==> src/rtl/spi_ram_pkg.sv <==
// Shared command encodings, FSM state type and address-wrap helper for the
// burst-capable SPI RAM.
package spi_ram_pkg;

    localparam logic [1:0] CMD_WR_ADDR = 2'b00;
    localparam logic [1:0] CMD_WR_DATA = 2'b01;
    localparam logic [1:0] CMD_RD_ADDR = 2'b10;
    localparam logic [1:0] CMD_RD_DATA = 2'b11;

    typedef enum logic [1:0] {
        IDLE = 2'd0,
        RD   = 2'd1,
        TX   = 2'd2
    } state_t;

    // Next address with wrap at depth-1; works for non-power-of-two depths.
    function automatic int unsigned addr_inc(input int unsigned addr,
                                             input int unsigned depth);
        return (addr + 1 >= depth) ? 0 : addr + 1;
    endfunction

endpackage

==> src/rtl/spi_ram_burst_if.sv <==
// Receive/transmit handshake bundle between the SPI shifters and the RAM.
interface spi_ram_burst_if #(
    parameter int DATA_WIDTH = 8
);
    logic [DATA_WIDTH+1:0] din;
    logic                  rx_valid;
    logic                  rx_ready;
    logic [DATA_WIDTH-1:0] dout;
    logic                  tx_valid;
    logic                  tx_ready;
    logic                  addr_err;

    modport master (
        output din, rx_valid, tx_ready,
        input  rx_ready, dout, tx_valid, addr_err
    );

    modport slave (
        input  din, rx_valid, tx_ready,
        output rx_ready, dout, tx_valid, addr_err
    );
endinterface

==> src/rtl/spi_ram_mem.sv <==
// Simple dual-address RAM: one write port, one registered read port.
module spi_ram_mem #(
    parameter int DATA_WIDTH = 8,
    parameter int ADDR_SIZE  = 8,
    parameter int MEM_DEPTH  = 256
) (
    input  logic                  clk,
    input  logic                  we,
    input  logic [ADDR_SIZE-1:0]  wr_addr,
    input  logic [DATA_WIDTH-1:0] wr_data,
    input  logic                  re,
    input  logic [ADDR_SIZE-1:0]  rd_addr,
    output logic [DATA_WIDTH-1:0] rd_data
);
    logic [DATA_WIDTH-1:0] mem [MEM_DEPTH];

    // No reset so the array maps onto block RAM.
    always_ff @(posedge clk) begin
        if (we) begin
            mem[wr_addr] <= wr_data;
        end
        if (re) begin
            rd_data <= mem[rd_addr];
        end
    end
endmodule

==> src/rtl/spi_ram_burst.sv <==
// Command decoder, address registers and rx/tx handshake FSM around the RAM.
module spi_ram_burst
    import spi_ram_pkg::*;
#(
    parameter int DATA_WIDTH = 8,
    parameter int ADDR_SIZE  = 8,
    parameter int MEM_DEPTH  = 256,
    parameter bit AUTO_INC   = 1'b1
) (
    input  logic            clk,
    input  logic            rst,
    spi_ram_burst_if.slave  bus
);
    state_t                state_reg;
    logic                  rd_wait_reg;
    logic                  rx_ready_reg;
    logic                  tx_valid_reg;
    logic [DATA_WIDTH-1:0] dout_reg;
    logic                  addr_err_reg;
    logic [ADDR_SIZE-1:0]  wr_addr_reg;
    logic [ADDR_SIZE-1:0]  rd_addr_reg;
    logic [ADDR_SIZE-1:0]  rd_ptr_reg;

    logic [1:0]            cmd;
    logic [DATA_WIDTH-1:0] payload;
    logic                  accept;
    logic                  in_range;
    logic                  mem_we;
    logic                  mem_re;
    logic [DATA_WIDTH-1:0] mem_rd_data;

    assign cmd      = bus.din[DATA_WIDTH+1:DATA_WIDTH];
    assign payload  = bus.din[DATA_WIDTH-1:0];
    assign accept   = bus.rx_valid && rx_ready_reg;
    assign in_range = int'(payload) < MEM_DEPTH;
    assign mem_we   = accept && (cmd == CMD_WR_DATA);
    assign mem_re   = (state_reg == RD) && !rd_wait_reg;

    spi_ram_mem #(
        .DATA_WIDTH (DATA_WIDTH),
        .ADDR_SIZE  (ADDR_SIZE),
        .MEM_DEPTH  (MEM_DEPTH)
    ) u_mem (
        .clk     (clk),
        .we      (mem_we),
        .wr_addr (wr_addr_reg),
        .wr_data (payload),
        .re      (mem_re),
        .rd_addr (rd_ptr_reg),
        .rd_data (mem_rd_data)
    );

    // RD spans two cycles: RAM read, then the RAM output is copied into the
    // resettable dout register together with tx_valid.
    always_ff @(posedge clk or posedge rst) begin
        if (rst) begin
            state_reg    <= IDLE;
            rd_wait_reg  <= 1'b0;
            rx_ready_reg <= 1'b1;
            tx_valid_reg <= 1'b0;
            dout_reg     <= '0;
            addr_err_reg <= 1'b0;
            wr_addr_reg  <= '0;
            rd_addr_reg  <= '0;
            rd_ptr_reg   <= '0;
        end else begin
            case (state_reg)
                IDLE: begin
                    if (accept) begin
                        case (cmd)
                            CMD_WR_ADDR: begin
                                if (in_range) wr_addr_reg <= payload[ADDR_SIZE-1:0];
                                else          addr_err_reg <= 1'b1;
                            end
                            CMD_WR_DATA: begin
                                if (AUTO_INC)
                                    wr_addr_reg <= ADDR_SIZE'(addr_inc(32'(wr_addr_reg), MEM_DEPTH));
                            end
                            CMD_RD_ADDR: begin
                                if (in_range) rd_addr_reg <= payload[ADDR_SIZE-1:0];
                                else          addr_err_reg <= 1'b1;
                            end
                            default: begin
                                rd_ptr_reg   <= rd_addr_reg;
                                rd_wait_reg  <= 1'b0;
                                rx_ready_reg <= 1'b0;
                                state_reg    <= RD;
                                if (AUTO_INC)
                                    rd_addr_reg <= ADDR_SIZE'(addr_inc(32'(rd_addr_reg), MEM_DEPTH));
                            end
                        endcase
                    end
                end
                RD: begin
                    if (!rd_wait_reg) begin
                        rd_wait_reg <= 1'b1;
                    end else begin
                        dout_reg     <= mem_rd_data;
                        tx_valid_reg <= 1'b1;
                        state_reg    <= TX;
                    end
                end
                TX: begin
                    if (bus.tx_ready) begin
                        tx_valid_reg <= 1'b0;
                        rx_ready_reg <= 1'b1;
                        state_reg    <= IDLE;
                    end
                end
                default: begin
                    state_reg    <= IDLE;
                    rx_ready_reg <= 1'b1;
                    tx_valid_reg <= 1'b0;
                end
            endcase
        end
    end

    assign bus.rx_ready = rx_ready_reg;
    assign bus.tx_valid = tx_valid_reg;
    assign bus.dout     = dout_reg;
    assign bus.addr_err = addr_err_reg;
endmodule

==> src/flat_wrapper.sv <==
// flat-port wrapper written by rule: the top's interface ports become plain ports
module spi_ram_burst_flat import spi_ram_pkg::*;
#(
    parameter int DATA_WIDTH = 8,
    parameter int ADDR_SIZE  = 8,
    parameter int MEM_DEPTH  = 256,
    parameter bit AUTO_INC   = 1'b1
)
  (clk, rst, bus_din, bus_rx_valid, bus_tx_ready, bus_rx_ready, bus_dout, bus_tx_valid, bus_addr_err);
  spi_ram_burst_if #(.DATA_WIDTH(DATA_WIDTH)) bus_i ();
  input  logic clk;
  input  logic rst;
  input wire logic [$bits(bus_i.din)-1:0] bus_din;
  input wire logic [$bits(bus_i.rx_valid)-1:0] bus_rx_valid;
  input wire logic [$bits(bus_i.tx_ready)-1:0] bus_tx_ready;
  output wire logic [$bits(bus_i.rx_ready)-1:0] bus_rx_ready;
  output wire logic [$bits(bus_i.dout)-1:0] bus_dout;
  output wire logic [$bits(bus_i.tx_valid)-1:0] bus_tx_valid;
  output wire logic [$bits(bus_i.addr_err)-1:0] bus_addr_err;
  assign bus_i.din = bus_din;
  assign bus_i.rx_valid = bus_rx_valid;
  assign bus_i.tx_ready = bus_tx_ready;
  assign bus_rx_ready = bus_i.rx_ready;
  assign bus_dout = bus_i.dout;
  assign bus_tx_valid = bus_i.tx_valid;
  assign bus_addr_err = bus_i.addr_err;
  spi_ram_burst #(.DATA_WIDTH(DATA_WIDTH), .ADDR_SIZE(ADDR_SIZE), .MEM_DEPTH(MEM_DEPTH), .AUTO_INC(AUTO_INC)) u_core (.clk(clk), .rst(rst), .bus(bus_i));
endmodule
==> config.mk <==
export PLATFORM = sky130hd
export DESIGN_NAME = spi_ram_burst_flat
export DESIGN_NICKNAME = d
export VERILOG_FILES = /design/src/rtl/spi_ram_pkg.sv /design/src/rtl/spi_ram_burst_if.sv /design/src/rtl/spi_ram_mem.sv /design/src/rtl/spi_ram_burst.sv /design/src/flat_wrapper.sv
export SDC_FILE = /design/constraint.sdc
export NUM_CORES = 2
export LEC_CHECK = 0
export CORE_MARGIN = 2
export CORE_UTILIZATION = 34
export DETAILED_ROUTE_END_ITERATION = 12
export GPL_ROUTABILITY_DRIVEN = 0
export GPL_TIMING_DRIVEN = 0
export PLACE_DENSITY = 0.54
export SLEW_MARGIN = 0
export SYNTH_ARGS = -nofsm -noshare
export SYNTH_HDL_FRONTEND = slang
export SYNTH_SLANG_ARGS = --single-unit
==> constraint.sdc <==
create_clock -name clk -period 2.78 [get_ports clk]
set_input_delay 0.556 -clock clk [delete_from_list [all_inputs] [get_ports clk]]
set_output_delay 0.556 -clock clk [all_outputs]
set_load 0.1 [all_outputs]
Figure 1. M3 wires.
Scale bar: 100 um.
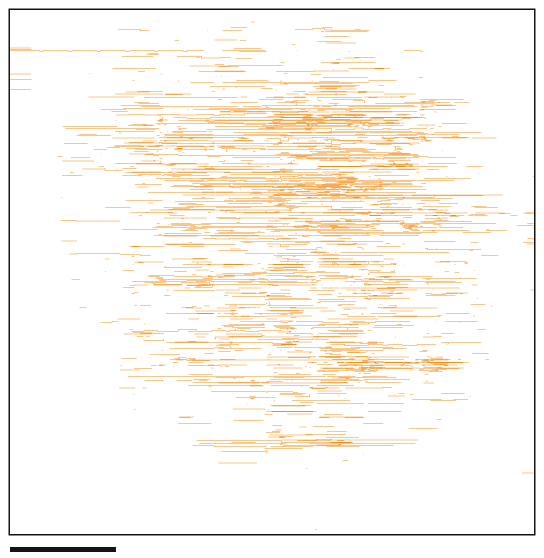
nets with wire on the layer: 714
longest straight run: 205 um
share of all routed wire: 11%
main direction: horizontal

Figure 2. Clock routing.
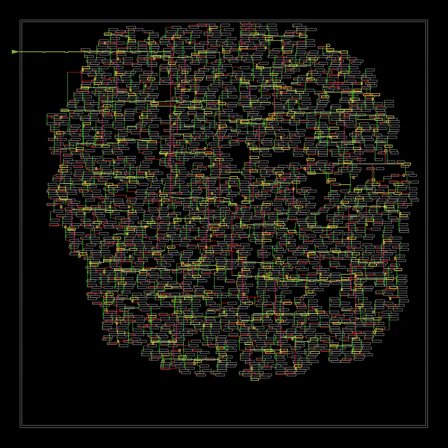
Clk. pwr: 0.0283 W
Sink Count: 2093
CTS buffer count: 213
FFs & Latches: 2093
clk latency late pin: 0.88 ns

Figure 3. Signal wires on met4.
Scale bar: 100 um.
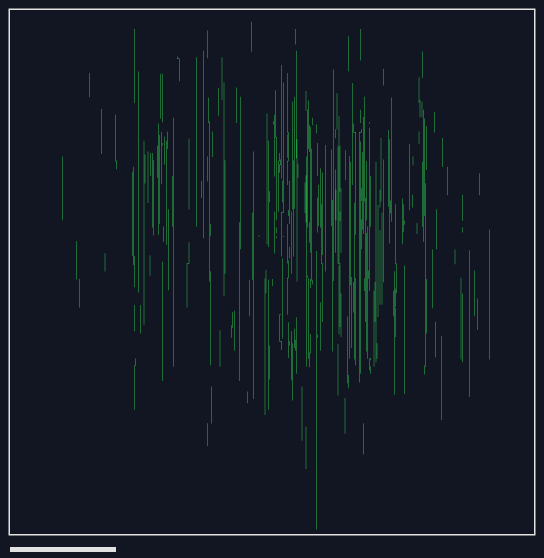
nets with wire on the layer: 154
longest straight run: 263 um
main direction: vertical

Figure 4. Met1 routing.
Scale bar: 100 um. Cells faint in the background.
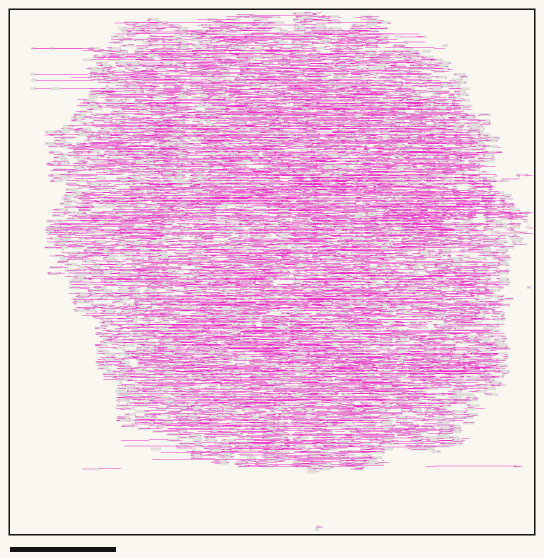
nets with wire on the layer: 4247
longest straight run: 116 um
main direction: horizontal
wire length on this layer: 114 mm

==> impl_metrics.tcl <==
# yosys + openroad results
set metrics [dict create \
    routed_wl_um 296000 \
    worstPathRequired_ns 3.42 \
    finalClockSkew_ns 0.0534 \
    cp_common_cell "buf_6" \
    port_buffers 23 \
    fmax_ghz 0.287 \
    instances_no_fill 7683 \
    ff2ff_path_depth 9 \
    dpl.hpwl_um 189000 \
    routed-wl-met2_um 133000 \
    largestClassByArea "flip-flops and latches" \
    p_int_w 0.0620 \
    grt_use_met3_pct 7.10 \
    core.rowCount 180 \
    core_area_mm2 0.240 \
    insertedDiodeCount 6 \
    synthArstFlopShare_pct 1.77 \
    avgRoutedWirePerCell_um 38.6 \
    die_h_um 494 \
    gr-usage-met1_pct 32.2 \
    track_usage_pct 23.9 \
    ff_latch_area_mm2 0.0627 \
    top_level_ports 25 \
    logic_area_mm2 0.0206 \
    post_cts_buffers 86 \
    area_growth_pct 21.9 \
    antenna_found_initial 10 \
    top_register "u_core.u_mem.mem" \
    ys_area_mm2 0.0818 \
    violations "setup timing" \
    outcome "finished, violations left" \
    p_sw_share_pct 35.3 \
    path_max_fanout 10 \
    gr-total-overflow 0 \
    routed_via_density 5.92 \
    dp.cells 7155 \
    slew_viol_final 0 \
    powerDensity_mw_per_mm2 962 \
    whs_endpoint "u_core.u_mem.mem[131][4]$_DFFE_PP_" \
    clkbuf_count 262 \
    warnings 74 \
    n_all_buffers 397 \
    ys.flops 2093 \
    comb_share_pct 20.6 \
    synth_nets 3944 \
    die_width_um 494 \
    relSlewSlack_pct 11.3 \
    synthTopCellsByArea "edfxtp_1 75%, mux4_2 13%, mux2i_1 2.0%" \
    seq_area_frac_synth_pct 76.6 \
    path_delay_family "simple AND/OR/NAND/NOR gates" \
    path_clk_slew_ns 0.06 \
    ys_sh_simple_pct 2.81 \
    power_frac_seq_pct 36.7 \
    worstHoldStart "bus_din[4]" \
    post_route_cells_drive_above_1_share_pct 35.5 \
    top_layer_used "met5" \
    p_comb_share_pct 33.8 \
    start_kind "flip-flop" \
    seq_power_w 0.0352 \
    fin_ws_ns -0.709 \
    final_util_pct 41.6 \
    inv_count 14 \
    whs_ns 0.157 \
    netlist_instances 3925 \
    cp-end-kind "flip-flop" \
    drt-pass1-iter-count 6 \
    mux_share_pct 15.2 \
    hold_buffers 1 \
    wl_met1_um 114000 \
    cts_max_level 4 \
    p_comb_w 0.0324 \
    clk_path_buf_depth 3 \
    cts_tree "yes" \
    netlist.area_leader.share_pct 75.5 \
    compound_area_share_pct 3.31 \
    busiest_layer "met2" \
    top_cells_by_count "2056 x edfxtp_1, 472 x mux4_2, 310 x nor2_1, 161 x mux2i_1, 125 x nand2_1" \
    largest_reg_flops 2048 \
    synthXorXnorAreaFrac_pct 0 \
    clkCellAreaFrac_pct 6.78 \
    logic_family "multiplexers" \
    post-route-cell-area_mm2 0.0997 \
    setup_viol 80 \
    sh_seq_area_pct 62.9 \
    crit_type "reg2reg" \
    netlist_area_mm2 0.0818 \
    drt-initial-drc-count 7278 \
    r2r_slack_ns -0.71 \
    finalHoldViolCount 0 \
]
No activity file was given, so power comes from the tool's default toggle rates.
